## src/rtl/uart_rx_param.sv

```systemverilog
// uart_rx_param: oversampled UART receiver with runtime framing, sticky error flags and a one-deep holding register
// Ports:
//   clk, reset_n                  clock and asynchronous active-low reset
//   baud_tick                     one-clk oversample enable (OVS ticks per bit)
//   rx                            asynchronous serial line, idle high
//   data_len, parity_en,          frame configuration, latched when a start bit is seen
//   parity_mode, stop2
//   read_ack, clear_err           one-clk consumer pulses
//   rx_data, rx_valid             holding register toward the consumer
//   char_done                     one-clk pulse per completed frame, error and break frames included
//   parity_err, framing_err,      sticky status, cleared by clear_err
//   overflow, break_det
//   rx_busy                       receiver not idle
// Define RX_TIMEOUT_EN to add rx_timeout: set after TIMEOUT_CHARS idle character times with unread data.
module uart_rx_param #(
  parameter int DATA_W = 8,
  parameter int OVS = 16
`ifdef RX_TIMEOUT_EN
  ,
  parameter int TIMEOUT_CHARS = 4
`endif
) (
  input  logic              clk,
  input  logic              reset_n,
  input  logic              baud_tick,
  input  logic              rx,
  input  logic [3:0]        data_len,
  input  logic              parity_en,
  input  logic [1:0]        parity_mode,
  input  logic              stop2,
  input  logic              read_ack,
  input  logic              clear_err,
  output logic [DATA_W-1:0] rx_data,
  output logic              rx_valid,
  output logic              char_done,
  output logic              parity_err,
  output logic              framing_err,
  output logic              overflow,
  output logic              break_det,
  output logic              rx_busy
`ifdef RX_TIMEOUT_EN
  ,
  output logic              rx_timeout
`endif
);
  localparam int SW = $clog2(OVS);
  localparam logic [3:0] MAXLEN = 4'(DATA_W);
  typedef enum logic [2:0] {IDLE, START, DATA, PARITY, STOP1, STOP2, BRKWAIT} state_t;
  state_t state, state_n;
  logic [1:0] sync;
  logic [2:0] vote;
  logic [SW-1:0] scnt;
  logic [3:0] len, bcnt;
  logic [1:0] pmode;
  logic [DATA_W-1:0] shreg;
  logic filt, mid, last, start_det, finish, brk, exp_par, ok_done, load;
  logic pen, st2, perr, ferr, all_zero, done_brk;
  assign filt = (vote[0] & vote[1]) | (vote[0] & vote[2]) | (vote[1] & vote[2]);
  assign mid = scnt == SW'(OVS / 2 - 1);
  assign last = scnt == SW'(OVS - 1);
  assign start_det = baud_tick && state == IDLE && !filt;
  // a break is a frame whose every sampled bit, including the final stop sample, was 0
  assign brk = all_zero && !filt;
  assign exp_par = pmode[1] ? ~pmode[0] : ^shreg ^ pmode[0];
  assign rx_busy = state != IDLE;
  // frame results are committed in the char_done clk so a same-clk read_ack can make room
  assign ok_done = char_done && !done_brk;
  assign load = ok_done && (!rx_valid || read_ack);
  always_ff @(posedge clk or negedge reset_n)
    if (!reset_n) state <= IDLE;
    else state <= state_n;
  always_comb begin
    state_n = state;
    finish = 1'b0;
    if (baud_tick)
      case (state)
        IDLE: state_n = filt ? IDLE : START;
        START: state_n = !mid ? START : filt ? IDLE : DATA;
        DATA: state_n = (last && bcnt == len - 4'd1) ? (pen ? PARITY : STOP1) : DATA;
        PARITY: state_n = last ? STOP1 : PARITY;
        STOP1: begin
          finish = last && !st2;
          state_n = !last ? STOP1 : st2 ? STOP2 : brk ? BRKWAIT : IDLE;
        end
        STOP2: begin
          finish = last;
          state_n = !last ? STOP2 : brk ? BRKWAIT : IDLE;
        end
        BRKWAIT: state_n = filt ? IDLE : BRKWAIT;
        default: state_n = IDLE;
      endcase
  end
  always_ff @(posedge clk or negedge reset_n) begin
    if (!reset_n) begin
      sync <= 2'b11;
      vote <= 3'b111;
      scnt <= '0;
      bcnt <= '0;
      len <= '0;
      pen <= 1'b0;
      pmode <= 2'b00;
      st2 <= 1'b0;
      shreg <= '0;
      perr <= 1'b0;
      ferr <= 1'b0;
      all_zero <= 1'b0;
      char_done <= 1'b0;
      done_brk <= 1'b0;
    end else begin
      sync <= {sync[0], rx};
      char_done <= finish;
      done_brk <= finish && brk;
      if (baud_tick) begin
        vote <= {vote[1:0], sync[1]};
        // restart at mid start bit so every later sample lands mid-bit
        scnt <= (state == IDLE || state == BRKWAIT || (state == START && mid) || last) ? '0 : scnt + SW'(1);
        if (start_det) begin
          len <= (data_len < 4'd5 || data_len > MAXLEN) ? MAXLEN : data_len;
          pen <= parity_en;
          pmode <= parity_mode;
          st2 <= stop2;
          shreg <= '0;
          bcnt <= '0;
          perr <= 1'b0;
          ferr <= 1'b0;
          all_zero <= 1'b1;
        end
        if (last) begin
          if (state == DATA) begin
            shreg <= shreg | (DATA_W'(filt) << bcnt);
            bcnt <= bcnt + 4'd1;
          end
          if (state == PARITY && filt != exp_par) perr <= 1'b1;
          if ((state == STOP1 || state == STOP2) && !filt) ferr <= 1'b1;
          if (state inside {DATA, PARITY, STOP1, STOP2} && filt) all_zero <= 1'b0;
        end
      end
    end
  end
  always_ff @(posedge clk or negedge reset_n) begin
    if (!reset_n) begin
      rx_data <= '0;
      rx_valid <= 1'b0;
      overflow <= 1'b0;
      parity_err <= 1'b0;
      framing_err <= 1'b0;
      break_det <= 1'b0;
    end else begin
      if (load) rx_data <= shreg;
      rx_valid <= load || (rx_valid && !read_ack);
      overflow <= (ok_done && rx_valid && !read_ack) || (overflow && !clear_err);
      parity_err <= (ok_done && perr) || (parity_err && !clear_err);
      framing_err <= (ok_done && ferr) || (framing_err && !clear_err);
      break_det <= done_brk || (break_det && !clear_err);
    end
  end
`ifdef RX_TIMEOUT_EN
  localparam int TO_LIMIT = TIMEOUT_CHARS * (DATA_W + 3) * OVS;
  localparam int TW = $clog2(TO_LIMIT + 1);
  logic [TW-1:0] idle_cnt;
  logic idle_tick;
  assign idle_tick = baud_tick && state == IDLE && rx_valid;
  always_ff @(posedge clk or negedge reset_n) begin
    if (!reset_n) begin
      idle_cnt <= '0;
      rx_timeout <= 1'b0;
    end else begin
      idle_cnt <= (start_det || read_ack) ? '0 : (idle_tick && idle_cnt != TW'(TO_LIMIT)) ? idle_cnt + TW'(1) : idle_cnt;
      rx_timeout <= (idle_tick && idle_cnt == TW'(TO_LIMIT - 1)) || (rx_timeout && !read_ack && !clear_err);
    end
  end
`endif
endmodule

```

## config.mk

```make
export PLATFORM = sky130hd
export DESIGN_NAME = uart_rx_param
export DESIGN_NICKNAME = d
export VERILOG_FILES = /design/src/rtl/uart_rx_param.sv
export SDC_FILE = /design/constraint.sdc
export NUM_CORES = 1
export LEC_CHECK = 0
export ABC_AREA = 1
export CORE_MARGIN = 2
export CORE_UTILIZATION = 55
export CTS_CLUSTER_SIZE = 30
export DETAILED_ROUTE_END_ITERATION = 12
export HOLD_SLACK_MARGIN = 0.1
export PLACE_DENSITY = 0.8
export RECOVER_POWER = 50
export SETUP_SLACK_MARGIN = 0.15
export SLEW_MARGIN = 20
export SYNTH_ARGS = -nofsm -noshare
export SYNTH_HDL_FRONTEND = slang
export SYNTH_SLANG_ARGS = --single-unit
```

## constraint.sdc

```tcl
create_clock -name clk -period 1.7 [get_ports clk]
set_input_delay 0.34 -clock clk [delete_from_list [all_inputs] [get_ports clk]]
set_output_delay 0.34 -clock clk [all_outputs]
set_load 0.05 [all_outputs]
```

==> run_1/cell_classes.png <==
Bar = 20 um. Fill, decap, tap and diode cells in grey.
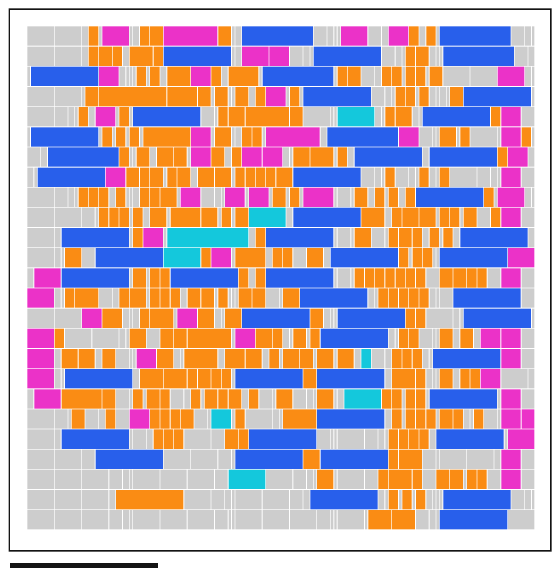
magenta -> other buffers and delay cells  # cells 53
orange -> all other logic  # cells 268
blue -> flip-flops  # cells 50
cyan -> clock drivers and dummy loads  # cells 8
Std-Cell Core Area: 4660 um^2
Final Util: 70.0%
design area: 3260 um^2
Seq/total area: 38.6%
Site Rows: 25

==> run_1/density.png <==
7 x 7 tiles, from black (low) to pale yellow (high), 0 to 100% covered.
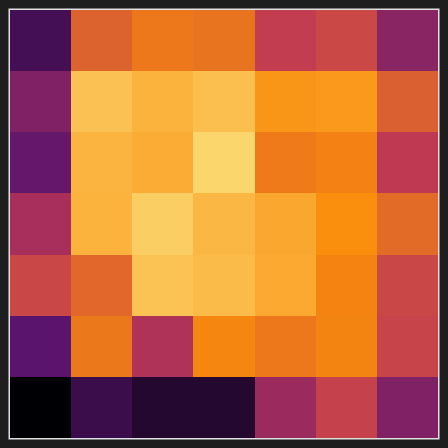
fullest tile = 91%
tiles over 75% full = 33%
densest ninth of the die = centre
FP Util: 56.0%

==> summary.txt, run 1 <==
Clk_lat worst skew -> 300 ps
Hold_ws -> 358 ps
Total Power -> 3570 uW
Worst Tran Pin Value -> 567 ps
Yosys top cell by instances -> nand2_1
Setup slack, reg-to-reg -> 140 ps
Post-synth EDFFs -> 0
Drt total wl -> 5.36 mm
Filler instances -> 372
Share of layout cells above drive strength 1 -> 21.9%
Top power group -> registers
DR vias -> 2,268
Comb pwr share -> 35.1%
CP startpoint kind -> flop
RSZ-0062 raised after global routing -> yes
Post-placement setup slack -> 17.8 ps
CTS tree -> yes
Met1 Routed Length -> 2.38 mm
Adders+Majority by Area -> 1.44%
Final setup skew -> 4.99 ps
WP data required -> 1950 ps
Pwr per Cell Area -> 1090 nW/um^2
Critical R2R Capture -> state[0]$_DFFE_PN0P_
Launch point of the critical path -> len[0]$_DFFE_PN0P_
Largest cells by area -> dfrtp_1 43%, nand2_1 14%, inv_1 6.3%
Slew Limit Fails -> 0
DIE WIDTH -> 72.9 um
Reg2reg start -> len[0]$_DFFE_PN0P_
Clock buffer depth -> 2
Clock root buffer -> clkbuf_8
Hold depth -> 0
Vias per cell -> 5.24
Max VDD drop -> 0.000766 V
Sequential Power Share -> 41.5%
Min-delay src -> sync[0]$_DFF_PN1_
Drt pass-1 iters -> 4
CTS H-tree depth -> 2
Non-filler cells, final -> 433
Global-route wire length before repair -> 9.09 mm
Internal power -> 2330 uW
Met3 wire length -> 166 um
Fin nets -> 395
Number of global-route vias before repair -> 2,122
Cell taking the most area after synthesis -> dfrtp_1
Hold path endpoint -> sync[1]$_DFF_PN1_
End point of the critical path -> state[0]$_DFFE_PN0P_
Async S/R FF share, synth -> 100%
Routability cong. -> 0.882
Clock-net power -> 833 uW
Mean post-synth cell area -> 8.01 um^2
Post-synthesis cell type count -> 34
# IOs -> 29
Area growth, synth to finish -> 24.9%
Clock share of power -> 23.4%
Synth mux share -> 0%
Maximum clock rate -> 642 MHz
Cells on worst reg2reg path -> 10
Top cells excl fill/tap -> 91 x nand2_1, 44 x dfrtp_1, 43 x inv_1
Reg area -> 1260 um^2
Comb power -> 1250 uW
Clock Sinks -> 50
Number of warnings in the stage logs -> 28
Min Tclk post-route -> 1560 ps
Dpl hpwl -> 3.74 mm
Worst-path clk slew -> 90 ps
Largest net degree at the start of global routing -> 28
Max Cap Viol -> 0
Flop+latch power -> 1480 uW
Hold Crit Class -> flop to flop
Synth Flop Type -> dfrtp_1
Die Y -> 72.9 um
Register area share after synthesis -> 48.2%
Placed cell count -> 413
Yosys Warn Count -> 0
Syn Inst Count -> 326
Switching pwr -> 1240 uW
Synth Cell Area -> 2610 um^2
Worst setup margin -> 143 ps
Synth Net Count -> 343
Setup CP Type -> flop to flop
Placed instance area -> 2990 um^2
N_diodes -> 0
Comb area leader -> simple AND/OR/NAND/NOR gates
Status -> finished, final reports clean
Hold Fails Final Rpt -> 0
Top Registers -> rx_data x8, shreg x8
Rel. slew slack -> 62.2%
Met2 WL -> 2.74 mm
Yosys Chip Area -> 2610 um^2
Final setup violation count -> 0
Detail Route Antenna Nets -> 0
Cycle use final -> 91.6%
Simple logic cell fraction of the synthesized area -> 27.9%
GR peak layer -> met2
Iteration-0 DRC Markers -> 93
Total grt overflow -> 0
CTS Buf Count -> 5
Crit Path Max Fanout -> 3
Yosys aoi share -> 9.83%
Synth Register Bits -> 50
Synth top cells by count -> 94 x nand2_1, 45 x dfrtp_1, 44 x inv_1
Yosys cell count -> 326
MI comb area -> 1160 um^2
Top cell excl fill/tap -> nand2_1
PortBufs -> 28
Setup crit end kind -> flop
Chip area -> 5310 um^2
Top cell area share -> 43.1%
Initial antenna violation count -> 0
Net Sw Frac -> 34.8%
Pleak -> 0.00165 uW
==> run_1/final_congestion.png <==
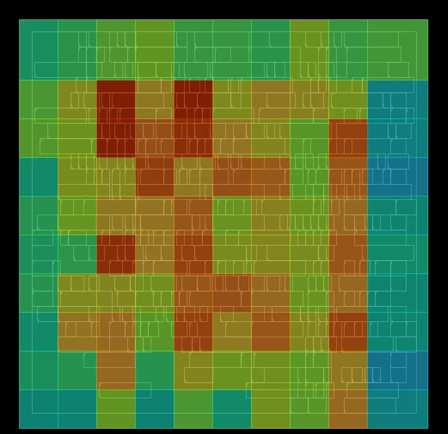
met2 usage in global routing: 36.9%
Routed wire per std cell: 12.4 um
met3 Track Usage GR: 3.87%
GRT Resource Usage Total: 21.9%
GR Layer Usage met1: 28.4%

[run 1: worst max-delay path, cell delays in order (launching register included)]
cell	delay, ps
dfrtp_1	400
inv_2	70
ha_4	260
xor2_1	150
nand3_1	100
nor2_2	140
buf_4	120
nand4_1	90
nand2_1	80
nand2_1	40
nand2_1	50
[run 1: area by class of cell]
class                      instances  area share [%]
sequential                        50            38.6
multi-input combinational        217            35.7
timing repair buffer              53            14.0
inverter                          51            6.25
clock buffer                       6            2.23
tap                               54            2.07
clock inverter                     2            1.15
[run 1: what timing repair did]
item	4_1_cts	5_1_grt
hold buffers	1	0
gates resized	5	17
pin swaps	1	8
setup endpoints to repair	16	21
hold endpoints to repair	18	0
buffers inserted	5	6
==> run_1/metal_stack.png <==
Bar = 20 um. Only two layers are drawn.
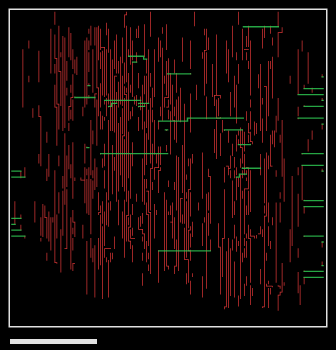

==> run 1 -> run 2 <==
- SETUP_SLACK_MARGIN: 0.15 -> not set
- TNS_END_PERCENT: not set -> 20
==> run_2/metal_stack.png <==
Bar = 20 um. Only two layers are drawn.
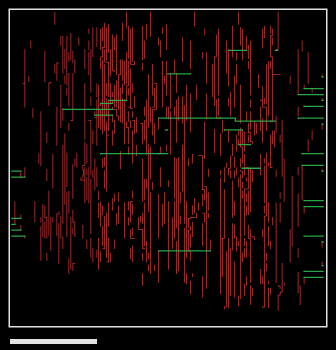
green -> met3  # wire length 164 um
red -> met2  # wire length 2,380 um
DR vias: 2,196
Routed wire per std cell: 11.8 um
drt total wl: 4.97 mm
GRT Resource Usage Total: 21.1%

==> run 2 against run 1 <==
Against the previous run: sequential power about the same; largest cell class unchanged; non-clock buffer count shrank 10; combinational power is about 10% lower; clock-buffer cell count stayed put; clock skew grew 0.85 ps; via count down 3.2%; synthesized area unchanged; final cell count shrank 2.3%; clock power is essentially flat; highest routed layer unchanged; utilization fell by 2.7 points.
==> summary.txt, run 2 <==
Status -> finished, final reports clean
CTS Buf Count -> 5
Clk_lat worst skew -> 300 ps
Met2 usage in global routing -> 35.1%
Clock buffer depth -> 2
Well tap count -> 54
Number of global-route vias before repair -> 2,060
Vias per cell -> 5.19
Met3 Track Usage GR -> 3.87%
Total grt overflow -> 0
Crit Path Max Fanout -> 7
N_diodes -> 0
Worst Path Buf+Inv -> 3
Worst setup margin -> 97.9 ps
Max VDD drop -> 0.000727 V
Yosys cell count -> 326
Share of layout cells above drive strength 1 -> 17.6%
Critical Path Stages -> 10
Signal inverters -> 51
Adders+Majority by Area -> 1.44%
Post-synth EDFFs -> 0
Chip area -> 5310 um^2
RSZ-0062 raised after global routing -> yes
FP Util -> 56.0%
Std-Cell Core Area -> 4660 um^2
Simple logic cell fraction of the synthesized area -> 27.9%
Min Tclk post-route -> 1600 ps
Max-area cell class -> registers
Hold Crit Class -> flop to flop
Cell taking the most area after synthesis -> dfrtp_1
PortBufs -> 28
Met3 wire length -> 164 um
Comb area leader -> simple AND/OR/NAND/NOR gates
Routability cong. -> 0.882
Fin nets -> 385
Iteration-0 DRC Markers -> 105
Hold path endpoint -> sync[1]$_DFF_PN1_
Area growth, synth to finish -> 20.1%
Clock root buffer -> clkbuf_8
End point of the critical path -> bcnt[2]$_DFFE_PN0P_
Pleak -> 0.00157 uW
GR Layer Usage met1 -> 28.0%
Slowest stage cell, crit path -> dfrtp_1
Top cells excl fill/tap -> 94 x nand2_1, 45 x dfrtp_1, 44 x inv_1
Total Power -> 3410 uW
Min-delay src -> sync[0]$_DFF_PN1_
Syn Inst Count -> 326
Slew Limit Fails -> 0
Post-synthesis cell type count -> 34
Async S/R FF share, synth -> 100%
Reg area -> 1260 um^2
Synth Net Count -> 343
Cycle use final -> 94.2%
Final setup violation count -> 0
Largest cells by area -> dfrtp_1 43%, nand2_1 14%, inv_1 6.3%
Design area -> 3140 um^2
Post-placement setup slack -> 17.8 ps
CP peak stage delay -> 420 ps
Yosys Warn Count -> 0
MI comb area -> 1130 um^2
Cells on worst reg2reg path -> 10
Yosys top cell by instances -> nand2_1
Number of warnings in the stage logs -> 27
Clock buffer count -> 6
Synth Register Bits -> 50
Synth Cell Area -> 2610 um^2
Setup crit end kind -> flop
Reg2reg start -> scnt[0]$_DFFE_PN0P_
Met2 WL -> 2.38 mm
Synth Flop Type -> dfrtp_1
WP data required -> 1900 ps
Site Rows -> 25
Setup slack, reg-to-reg -> 100 ps
Yosys aoi share -> 9.83%
Detail Route Antenna Nets -> 0
Synth top cells by count -> 94 x nand2_1, 45 x dfrtp_1, 44 x inv_1
CP startpoint kind -> flop
Final non-clock buffer share -> 12.1%
DIE WIDTH -> 72.9 um
Max Cap Viol -> 0
Hold_ws -> 358 ps
Die Y -> 72.9 um
Setup CP Type -> flop to flop
Top Registers -> rx_data x8, shreg x8
Hold Fails Final Rpt -> 0
Final Util -> 67.3%
Synth mux share -> 0%
Placed instance area -> 2990 um^2
Largest net degree at the start of global routing -> 28
Maximum clock rate -> 624 MHz
Initial antenna violation count -> 0
Crit-path cells -> ha_4, nand2_2, nor2_4, inv_2, nor2_4, nand2_2, inv_2, nor2_1, o21ai_1, inv_1
Filler instances -> 387
CTS H-tree depth -> 2
Clock network area share -> 3.51%
Clock Sinks -> 50
Multi-input gate count -> 217
Pwr per Cell Area -> 1090 nW/um^2
==> run 2: cell count changes in the layout (fill, tap and decap cells not counted), sizes merged <==
cell and change:
buf -10, dlygate4sd3 -1, inv +1, clkinv -1
clkdlybuf4s50 +1
==> run 2: repair_timing <==
action / 4_1_cts / 5_1_grt
buffers inserted: 0 / 1
setup endpoints to repair: 0 / 15
hold buffers: 1 / 0
resized: 0 / 5
hold endpoints to repair: 18 / 0
==> run 2: cells by family (layout without fill, tap and decap cells) <==
group	count (synthesis)	after routing
simple gates	162	162
xor+xnor	9	9
fa+ha+maj	3	3
flops	50	50
compound gates	43	43
buf+inv	59	102
==> run 2: where the power goes <==
group,total [uW],switching (uW),internal [uW]
Combinational,1110,659,449
Clock,831,392,439
Sequential,1480,127,1350
==> run 2 -> run 3 <==
- CTS_CLUSTER_SIZE: 30 -> not set
==> run_3/cell_classes.png <==
Bar = 20 um. Fill, decap, tap and diode cells in grey.
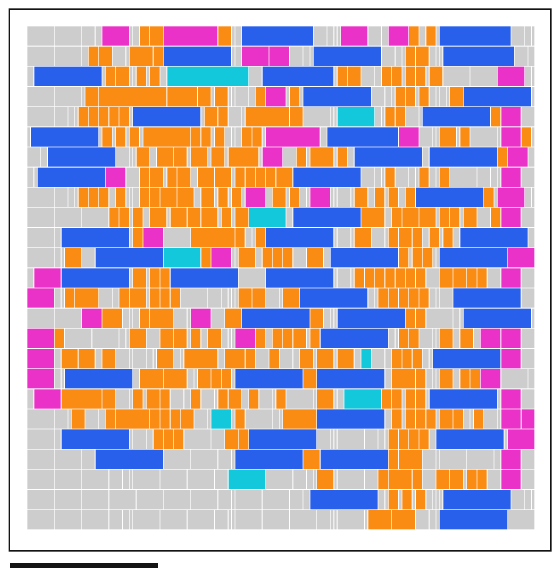
Final Util: 67.3%
Seq/total area: 40.1%
design area: 3140 um^2

==> run 3 against run 2 <==
Against the previous run: clock power is essentially flat; synthesized cell count did not move; final cell count did not move; critical path depth unchanged; non-clock buffer count stayed put; critical path type unchanged; highest routed layer unchanged.
==> summary.txt, run 3 <==
Status -> finished, final reports clean
CP startpoint kind -> flop
Dpl hpwl -> 3.74 mm
Max VDD drop -> 0.000727 V
Async S/R FF share, synth -> 100%
CTS H-tree depth -> 2
Hold path endpoint -> sync[1]$_DFF_PN1_
Yosys cell count -> 326
Signal inverters -> 51
Post-CTS Setup Bufs -> 0
Setup crit end kind -> flop
Clock-net power -> 831 uW
PortBufs -> 28
Flop count -> 50
Placed cell count -> 413
Cell taking the most area after synthesis -> dfrtp_1
Syn Inst Count -> 326
Detail Route Antenna Nets -> 0
Post-synthesis cell type count -> 34
Logic share of the area -> 36.0%
Yosys Chip Area -> 2610 um^2
Area growth, synth to finish -> 20.1%
Drt pass-1 iters -> 4
Synth Cell Area -> 2610 um^2
MI comb area -> 1130 um^2
Met3 Track Usage GR -> 3.87%
Vias per cell -> 5.19
Setup CP Type -> flop to flop
Reg area -> 1260 um^2
Sequential Power Share -> 43.2%
N_diodes -> 0
Routed wire per std cell -> 11.8 um
Net Sw Frac -> 34.5%
Critical R2R Capture -> bcnt[2]$_DFFE_PN0P_
Drt total wl -> 4.97 mm
Slew Limit Fails -> 0
Site Rows -> 25
Largest net degree at the start of global routing -> 28
Top power group -> registers
Hold_buf cts -> 1
Min Tclk post-route -> 1600 ps
Yosys top cell by instances -> nand2_1
Synth Flop Type -> dfrtp_1
# IOs -> 29
Internal power -> 2240 uW
Synth top cells by count -> 94 x nand2_1, 45 x dfrtp_1, 44 x inv_1
Filler instances -> 387
WP data required -> 1900 ps
Launch point of the critical path -> scnt[0]$_DFFE_PN0P_
Worst-path clk slew -> 90 ps
Slowest stage cell, crit path -> dfrtp_1
Rel. slew slack -> 61.6%
Reg2reg start -> scnt[0]$_DFFE_PN0P_
Well tap count -> 54
Clk_lat worst skew -> 300 ps
RSZ-0062 raised after global routing -> yes
Mean post-synth cell area -> 8.01 um^2
Post-synth EDFFs -> 0
Pwr per Cell Area -> 1090 nW/um^2
Die Y -> 72.9 um
Met1 Routed Length -> 2.37 mm
Max-area cell class -> registers
Cells on worst reg2reg path -> 10
Routability cong. -> 0.882
Top Registers -> rx_data x8, shreg x8
CTS Buf Count -> 5
Top cell excl fill/tap -> nand2_1
Fin nets -> 385
Iteration-0 DRC Markers -> 105
Setup slack, reg-to-reg -> 100 ps
Clock root buffer -> clkbuf_8
Flop+latch power -> 1480 uW
Synth Net Count -> 343
GRT Resource Usage Total -> 21.1%
Total grt overflow -> 0
Chip area -> 5310 um^2
Clock buffer count -> 6
## run 3: cell counts in the layout (fill, tap and decap cells not counted)
No cell type changed its count.
## run 3: how the worst max path moves through the flow
stage	to	slack, ps	cells after the start
global route	state[1]$_DFFE_PN0P_	-20	10
finish	bcnt[2]$_DFFE_PN0P_	100	10
detailed placement	ferr$_DFFE_PN0P_	20	6
global placement	shreg[7]$_DFFE_PN0P_	40	6
CTS	bcnt[2]$_DFFE_PN0P_	30	10
floorplan	len[3]$_DFFE_PN0P_	170	6
## run 3: logic make-up after synthesis
family	count (synthesis)	synth area share [%]
compound gates	43	9.83
xor+xnor	9	3.02
fa+ha+maj	3	1.44
buf+inv	59	9.59
flops	50	48.2
simple gates	162	27.9
Power is estimated from default activity; no workload was simulated.
